### src/rtl/ring_decoder.sv
// rtl/ring_decoder.sv - one-hot ring-counter sequence decoder with lock tracking
// Optional saturating violation counter enabled by RING_DECODER_ERRCNT_EN.
module ring_decoder #(
  parameter int WIDTH    = 4,
  parameter int IDXW     = 2,
  parameter int LOCK_CNT = 2,
  parameter int DIR      = 0
) (
  input  logic             clk,
  input  logic             reset,
  input  logic             en,
  input  logic [WIDTH-1:0] in,
  output logic [IDXW-1:0]  idx,
  output logic             onehot_ok,
  output logic             locked,
  output logic             err,
  output logic [7:0]       err_cnt
);

  typedef enum logic [1:0] {SEEK, TRACK, LOCKED} state_t;

  state_t           state, state_nxt;
  logic [WIDTH-1:0] prev_word, prev_nxt, rot_prev;
  logic [3:0]       cnt, cnt_nxt, cnt_inc;
  logic [4:0]       ones;
  logic [IDXW-1:0]  enc;
  logic             valid, match, err_nxt;

  always_comb begin
    ones = '0;
    enc  = '0;
    for (int i = 0; i < WIDTH; i++) begin
      if (in[i]) begin
        ones = ones + 5'd1;
        enc  = IDXW'(i);
      end
    end
  end

  generate
    if (DIR == 0) begin : g_rot_left
      assign rot_prev = {prev_word[WIDTH-2:0], prev_word[WIDTH-1]};
    end else begin : g_rot_right
      assign rot_prev = {prev_word[0], prev_word[WIDTH-1:1]};
    end
  endgenerate

  assign valid   = (ones == 5'd1);
  assign match   = valid && (in == rot_prev);
  assign cnt_inc = cnt + 4'd1;

  always_comb begin
    state_nxt = state;
    prev_nxt  = prev_word;
    cnt_nxt   = cnt;
    err_nxt   = 1'b0;
    if (en) begin
      case (state)
        SEEK: begin
          if (valid) begin
            state_nxt = TRACK;
            cnt_nxt   = '0;
            prev_nxt  = in;
          end
        end
        TRACK: begin
          if (!valid) begin
            state_nxt = SEEK;
            cnt_nxt   = '0;
          end else if (match) begin
            prev_nxt = in;
            cnt_nxt  = cnt_inc;
            if (cnt_inc == 4'(LOCK_CNT)) state_nxt = LOCKED;
          end else begin
            cnt_nxt  = '0;
            prev_nxt = in;
          end
        end
        LOCKED: begin
          if (match) begin
            prev_nxt = in;
          end else begin
            // a held word also lands here since it never equals its own rotation
            err_nxt = 1'b1;
            cnt_nxt = '0;
            if (valid) begin
              state_nxt = TRACK;
              prev_nxt  = in;
            end else begin
              state_nxt = SEEK;
            end
          end
        end
        default: begin
          state_nxt = SEEK;
          cnt_nxt   = '0;
        end
      endcase
    end
  end

  always_ff @(posedge clk or negedge reset) begin
    if (!reset) begin
      state     <= SEEK;
      prev_word <= '0;
      cnt       <= '0;
      idx       <= '0;
      onehot_ok <= 1'b0;
      locked    <= 1'b0;
      err       <= 1'b0;
    end else begin
      state     <= state_nxt;
      prev_word <= prev_nxt;
      cnt       <= cnt_nxt;
      locked    <= (state_nxt == LOCKED);
      err       <= err_nxt;
      if (en) begin
        onehot_ok <= valid;
        if (valid) idx <= enc;
      end
    end
  end

`ifdef RING_DECODER_ERRCNT_EN
  always_ff @(posedge clk or negedge reset) begin
    if (!reset) begin
      err_cnt <= '0;
    end else if (err_nxt && (err_cnt != 8'hFF)) begin
      err_cnt <= err_cnt + 8'd1;
    end
  end
`else
  assign err_cnt = '0;
`endif

endmodule

### config.mk
export PLATFORM = sky130hd
export DESIGN_NAME = ring_decoder
export DESIGN_NICKNAME = d
export VERILOG_FILES = /design/src/rtl/ring_decoder.sv
export SDC_FILE = /design/constraint.sdc
export NUM_CORES = 1
export LEC_CHECK = 0
export CAP_MARGIN = 0
export CORE_ASPECT_RATIO = 1.1
export CORE_UTILIZATION = 34
export CTS_BUF_LIST = sky130_fd_sc_hd__clkbuf_4
export DETAILED_ROUTE_END_ITERATION = 16
export HOLD_SLACK_MARGIN = 0.05
export SLEW_MARGIN = 20
export SYNTH_ARGS = -nofsm -noshare
export SYNTH_HDL_FRONTEND = slang
export SYNTH_SLANG_ARGS = --single-unit
### constraint.sdc
create_clock -name clk -period 2.78 [get_ports clk]
set_input_delay 0.278 -clock clk [delete_from_list [all_inputs] [get_ports clk]]
set_output_delay 0.278 -clock clk [all_outputs]
set_load 0.02 [all_outputs]
### I/O nets highlighted, run 1

Drawn at 6 px/µm.
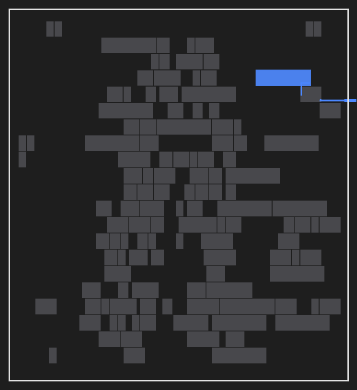
locked: in blue, direction output, edge east, end cells 1, wire 7.50 µm.

### Metal layers overlaid, run 1

Drawn at 6 px/µm.
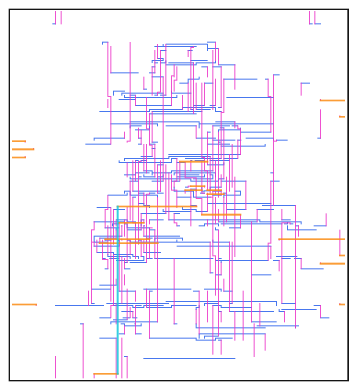
M1: in blue, wire length 885 µm. M2: in magenta, wire length 958 µm. M3: in orange, wire length 91.5 µm. M4: in cyan, wire length 27.9 µm.

### Register map, names as in the netlist, run 1

Drawn at 4 px/µm. Other sequential cells in the stronger gray, the rest of the logic in the fainter gray.
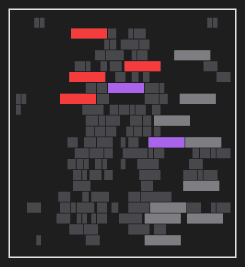
state: in purple, sequential cells 2. cnt: in red, sequential cells 4.

==> summary.txt, run 1 <==
Summary of the current implementation state.

- The tree built by TritonCTS fans out to 15 sinks.
- The final period utilization is 90.1%, for reference.
- The arrival time at the worst endpoint is 2.67 ns, for reference.
- The critical path goes through clkdlybuf4s50_1, buf_4, ha_1, nand2_1, o21ai_0, ha_1, nand2b_1, o221ai_1, and3_4, nand3_4, mux2_4.
- The overall die height is 61.7 µm, for reference.
- The area taken by flip-flops and latches is 375 µm², for reference.
- The buffer cell driving the clock tree root is sky130_fd_sc_hd__clkbuf_4, for reference.
- The level count of the clock H-tree is 1, for reference.
- The most common cell after layout, fill and taps aside is sky130_fd_sc_hd__dfrtp_1, for reference.
- Sequential cells burn 44.2% of the power.
- The share of layout cells above drive strength 1 is 19.7%, for reference.
- In this run the horizontal extent of the chip is 56.2 µm.
- The tally of nets with antenna violations remaining after routing is 0, for reference.
- The switching power as a share of total power is 32.5%, for reference.
- The synthesis report names the predominant flop master as sky130_fd_sc_hd__dfrtp_1.
- STA classifies the critical path startpoint as a primary input.
- The critical path maximum fanout is 4.
- The placement report lists the number of port buffers as 11.
- The total I/O pin count is 20, for reference.
- The flow ran to the end, and the final reports show no timing, DRC or antenna violations.
- The placed instances occupy a cell area of 1240 µm².
- The average vias per placed instance is 5.20, for reference.
- The count of routing violations after the opening detailed-route iteration is 16, for reference.
- The hold buffer count at cts is 0, for reference.
- After synthesis, the mean cell area works out to 10.0 µm².
- The first global-routing pass estimated 3.43 mm of wire.
- The via count of the first global-routing pass was 792.
- The routed wire length per instance is 12.2 µm, for reference.
- The largest net degree at the start of global routing is 16, for reference.
- The timing report shows that the slowest cell on the worst path is sky130_fd_sc_hd__clkdlybuf4s50_1.
- In this run, synthesis inferred 0 flip-flops with an integrated enable.
- The number of maximum-capacitance violations recorded for the run is 0.
- In this run the biggest area consumer among cell types represents 34.1% of the synthesized area.
- The static power due to leakage is 0.000620 µW, for reference.
- The design draws 620 µW.
- Static timing analysis puts the maximum clock frequency at 399 MHz.
- The area taken by multi-input logic gates is 629 µm², for reference.
- 0 antenna diodes ended up in the layout.
- The overall via count from detail_route is 838, for reference.
- Summing all non-filler instances in the final layout gives an area of 1270 µm².
- The post-synth register bit count is 15.
- The synthesized chip area reported by yosys is 1100 µm², for reference.
[run 1: metal layers]
layer  vias up  share of wire (%)  track usage [%]
li1        404                  -                -
met1       399                 45             15.4
met2        33                 49             22.6
met3         2                4.6             2.10
met4         0                1.4             7.32
met5         -                  0                0
[run 1: logic make-up (layout without fill, tap and decap cells)]
logic type	after synthesis	after routing	share of synthesized area, %
adders and majority gates	5	5	5.69
AOI/OAI and AO/OA	25	25	17.6
other	1	8	0.341
muxes	6	6	7.28
buffers and inverters	20	30	11.0
and+or+nand+nor	32	32	18.4
DFF	15	15	34.1
xor gates and xnor gates	6	6	5.46
[run 1: path summary, 6_finish.rpt]
| path | start | to | slack [ns] | depth (start not counted) |
|---|---|---|---|---|
| worst min-delay path | reset | state[1]$_DFF_PN0_ | 0.40 | 1 |
| worst max register to register | flop | cnt[2]$_DFFE_PN0P_ | 1.09 | 5 |
| worst max-delay path | in[0] | flop | 0.28 | 11 |
| min in group clk | idx[0]$_DFFE_PN0P_ | idx[0]$_DFFE_PN0P_ | 0.52 | 2 |
| worst min register to register | idx[0]$_DFFE_PN0P_ | idx[0]$_DFFE_PN0P_ | 0.52 | 2 |
| max in group asynchronous | reset | async pin | 1.93 | 1 |
[run 1: power by group through the flow]
| stage | registers [µW] | clock network [µW] | logic, µW |
|---|---|---|---|
| CTS | 275 | 137 | 212 |
| global placement | 278 | 0 | 207 |
| floorplan | 286 | 0 | 149 |
| finish | 274 | 135 | 211 |
| global route | 279 | 148 | 230 |
| detailed placement | 277 | 0 | 214 |
[run 1: synthesized netlist by cell type (2+ instances only)]
master / number
sky130_fd_sc_hd__a21bo_2: 2
sky130_fd_sc_hd__a21o_1: 3
sky130_fd_sc_hd__a21oi_1: 4
sky130_fd_sc_hd__buf_4: 10
sky130_fd_sc_hd__dfrtp_1: 15
sky130_fd_sc_hd__ha_1: 5
sky130_fd_sc_hd__inv_1: 8
sky130_fd_sc_hd__mux2_4: 4
sky130_fd_sc_hd__mux2i_1: 2
sky130_fd_sc_hd__nand2_1: 8
sky130_fd_sc_hd__nand2b_1: 2
sky130_fd_sc_hd__nand3_1: 3
sky130_fd_sc_hd__nand4_1: 2
sky130_fd_sc_hd__nor2_1: 3
sky130_fd_sc_hd__nor2b_1: 3
sky130_fd_sc_hd__nor3_1: 2
sky130_fd_sc_hd__nor3b_1: 2
sky130_fd_sc_hd__o2111ai_1: 2
sky130_fd_sc_hd__o21ai_0: 3
sky130_fd_sc_hd__or2_2: 2
sky130_fd_sc_hd__xor2_1: 4
[run 1: through the flow]
stage | instances | setup WS [ns]
floorplan | 117 | 0.476
global placement | 157 | 0.0606
detailed placement | 157 | -0.00984
CTS | 161 | 0.285
global route | 161 | 0.134
finish | 161 | 0.276
[run 1: layout make-up]
| type | instances | share of cell area (%) |
|---|---|---|
| sequential | 15 | 29.6 |
| timing repair buffer | 18 | 12.8 |
| inverter | 8 | 2.36 |
| tap | 34 | 3.35 |
| multi-input combinational | 82 | 49.6 |
| clock buffer | 4 | 2.36 |
### Pin placement, run 1

Drawn at 4 px/µm. Pins as bars across the die edge, other pins in gray.
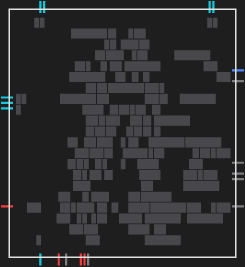

==> run 2, diff against run 1 <==
--- a/config.mk
+++ b/config.mk
@@ -6,11 +6,14 @@
 export NUM_CORES = 1
 export LEC_CHECK = 0
 export CAP_MARGIN = 0
+export CELL_PAD_IN_SITES_DETAIL_PLACEMENT = 1
+export CELL_PAD_IN_SITES_GLOBAL_PLACEMENT = 1
 export CORE_ASPECT_RATIO = 1.1
-export CORE_UTILIZATION = 34
+export CORE_UTILIZATION = 35
 export CTS_BUF_LIST = sky130_fd_sc_hd__clkbuf_4
 export DETAILED_ROUTE_END_ITERATION = 16
 export HOLD_SLACK_MARGIN = 0.05
+export PLACE_DENSITY_LB_ADDON = 0.1
 export SLEW_MARGIN = 20
 export SYNTH_ARGS = -nofsm -noshare
 export SYNTH_HDL_FRONTEND = slang
### Pin placement, run 2

Drawn at 4 px/µm. Pins as bars across the die edge, other pins in gray.
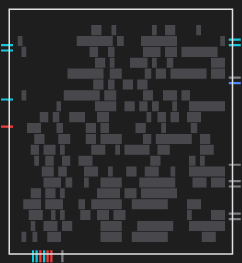
locked: in blue, pins 1, direction output, edge east. in: in red, pins 4, direction input, edge 3 south, 1 west. err_cnt: in cyan, pins 8, direction output, edge 3 west, 3 south, 2 east.
All pins by edge: 9 east, 7 south, 4 west.

### Register map, names as in the netlist, run 2

Drawn at 4 px/µm. Other sequential cells in the stronger gray, the rest of the logic in the fainter gray.
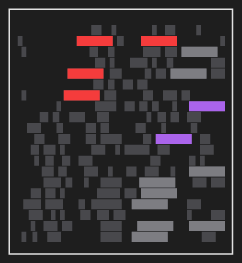
cnt: in red, sequential cells 4. state: in purple, sequential cells 2.
Another 9 sequential cells are not colored.

### I/O nets highlighted, run 2

Drawn at 6 px/µm.
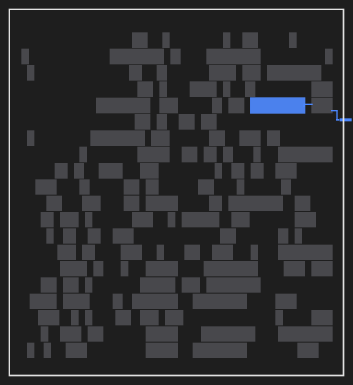
locked: in blue, direction output, edge east, end cells 1, wire 4.40 µm.

==> run 2 against run 1 <==
Against the previous run:
- sequential cell count stayed put
- sequential power barely moved
- cell area is 1.1% higher
- core utilization up 3.3 points
==> summary.txt, run 2 <==
Summary of the current implementation state.

- The static power due to leakage was 0.000631 µW (was 0.000620 µW).
- The maximum fanout encountered on the critical timing path is 4 (unchanged), for reference.
- The capture instance of the worst register-to-register path is cnt[2]$_DFFE_PN0P_ (unchanged), for reference.
- The kind of start point of the critical path was a primary input (unchanged).
- The worst reg-to-reg setup slack came to 1.09 ns (about the same).
- The average cell area after synthesis was 10.0 µm² (unchanged).
- The number of flops mapped to enable cells by yosys is 0 (unchanged), for reference.
- Outcome: complete, no violations (unchanged).
- The number of maximum-capacitance violations was 0 (unchanged).
- The total I/O pin count came to 20 (unchanged).
- The share of layout cells above drive strength 1 is 20.9% (was 19.7%).
- The hold buffer count at cts is 0 (unchanged).
- The average vias per placed instance is 5.07 (was 5.20), for reference.
- The number of diodes is 0 (unchanged), for reference.
- The count of routing violations after the opening detailed-route iteration is 9 (was 16), for reference.
- The master of the slowest instance on the critical path is sky130_fd_sc_hd__clkdlybuf4s50_1 (unchanged).
- The width of the die came to 55.4 µm (was 56.2 µm).
- Cells along the critical path: clkdlybuf4s50_1, inv_1, ha_1, xor2_1, ha_1, nand2b_1, o221ai_1, and3_4, nand3_4, mux2_4 (was clkdlybuf4s50_1, buf_4, ha_1, nand2_1, o21ai_0, ha_1, nand2b_1, o221ai_1, and3_4, nand3_4, mux2_4).
- Top cells by area: sky130_fd_sc_hd__dfrtp_1 34%, sky130_fd_sc_hd__buf_4 6.8%, sky130_fd_sc_hd__ha_1 5.7% (unchanged).
- The most frequently used cell type in the post-synthesis netlist is sky130_fd_sc_hd__dfrtp_1 (unchanged), for reference.
- The synthesized chip area reported by yosys was 1100 µm² (unchanged).
- The buffer cell driving the clock tree root is sky130_fd_sc_hd__clkbuf_4 (unchanged), for reference.
- Commonest cells in the synthesized netlist: 15 x sky130_fd_sc_hd__dfrtp_1, 10 x sky130_fd_sc_hd__buf_4, 8 x sky130_fd_sc_hd__inv_1, 8 x sky130_fd_sc_hd__nand2_1, 5 x sky130_fd_sc_hd__ha_1 (unchanged).
- The tally of nets with antenna violations remaining after routing is 0 (unchanged), for reference.
- The share of Yosys cell area claimed by the top area cell type is 34.1% (unchanged), for reference.
- The TritonCTS sink count is 15 (unchanged), for reference.
- The depth of the worst register-to-register path is 5 (unchanged), for reference.
- The routed wire length per instance is 13.2 µm (was 12.2 µm), for reference.
- The first-pass GRT wire length is 3.81 mm (was 3.43 mm), for reference.
- The level count of the clock H-tree is 1 (unchanged), for reference.
- The via count of the first global-routing pass is 820 (was 792), for reference.
- The most used flip-flop cell after synthesis is sky130_fd_sc_hd__dfrtp_1 (unchanged).
- The clock slew at the register clock pins of the worst setup and hold paths is 0.09 ns (was 0.10 ns).
- The most common cell after layout, fill and taps aside is sky130_fd_sc_hd__dfrtp_1 (unchanged).
- The largest net degree at the start of global routing is 16 (unchanged), for reference.
- The maximum frequency from static timing analysis is 405 MHz (was 399 MHz).
- The overall via count from detail_route is 822 (was 838), for reference.
## run 2: cell counts after synthesis
Identical to the previous run, type by type.
## run 2: where the power goes
part	internal, µW	switching [µW]	leakage [µW]
Combinational	107	108	0.000422
Sequential	249	26.3	0.000191
Clock	65.3	67.3	0.0000184
Total	422	202	0.000631
## run 2: layout make-up
| type | count | area, µm² | area share (%) |
|---|---|---|---|
| Inverter | 8 | 30.0 | 2.34 |
| Timing Repair Buffer | 20 | 178 | 13.8 |
| Sequential cell | 15 | 375 | 29.2 |
| Clock buffer | 4 | 30.0 | 2.34 |
| Tap cell | 33 | 41.3 | 3.22 |
| Multi-Input combinational cell | 82 | 629 | 49.0 |
## run 2: worst max path at each step
stage	end	slack, ns	from
2_1_floorplan	flop	0.48	in[0]
3_3_place_gp	cnt[3]$_DFFE_PN0P_	0.009	in[0]
3_5_place_dp	cnt[3]$_DFFE_PN0P_	-0.03	in[0]
4_1_cts	flop	0.28	in[0]
5_1_grt	cnt[0]$_DFFE_PN0P_	0.17	in[0]
6_report	flop	0.31	in[0]
## run 2: layer usage
metal	part of all wire (%)	GRT usage, %	vias up
li1	-	-	409
met1	51	19.0	392
met2	45	24.4	19
met3	2.9	2.99	2
met4	0.79	5.36	0
met5	0	0	-
## run 2: cell families (layout without fill, tap and decap cells)
group / count (synthesis) / after routing / share of synthesized area [%]
AND-OR/OR-AND: 25 / 25 / 17.6
XOR/XNOR: 6 / 6 / 5.46
AND/OR/NAND/NOR: 32 / 32 / 18.4
multiplexers: 6 / 6 / 7.28
buffers and inverters: 20 / 32 / 11.0
other: 1 / 8 / 0.341
adder cells (fa/ha/maj): 5 / 5 / 5.69
flip-flops: 15 / 15 / 34.1
## run 2: per-stage QoR
step                TNS, ns  area, µm²  worst slack (ns)  utilization, %  instances
floorplan                 0       1130             0.476               -        117
detailed placement   -0.134       1250           -0.0305            43.6        158
global placement          0       1250           0.00928            43.6        158
finish                    0       1280             0.309            44.6        162
global route              0       1280             0.167            44.6        162
CTS                       0       1280             0.277            44.6        162
## run 2: worst max-delay path: cells and delay by family
family / cells / cell delay [ns]
compound gates: 1 / 0.25
xor+xnor: 1 / 0.15
fa+ha+maj: 2 / 0.59
buf+inv: 2 / 0.53
mux: 1 / 0.31
simple gates: 3 / 0.53
Power figures rest on the tool's default switching activity, not on a simulated workload.
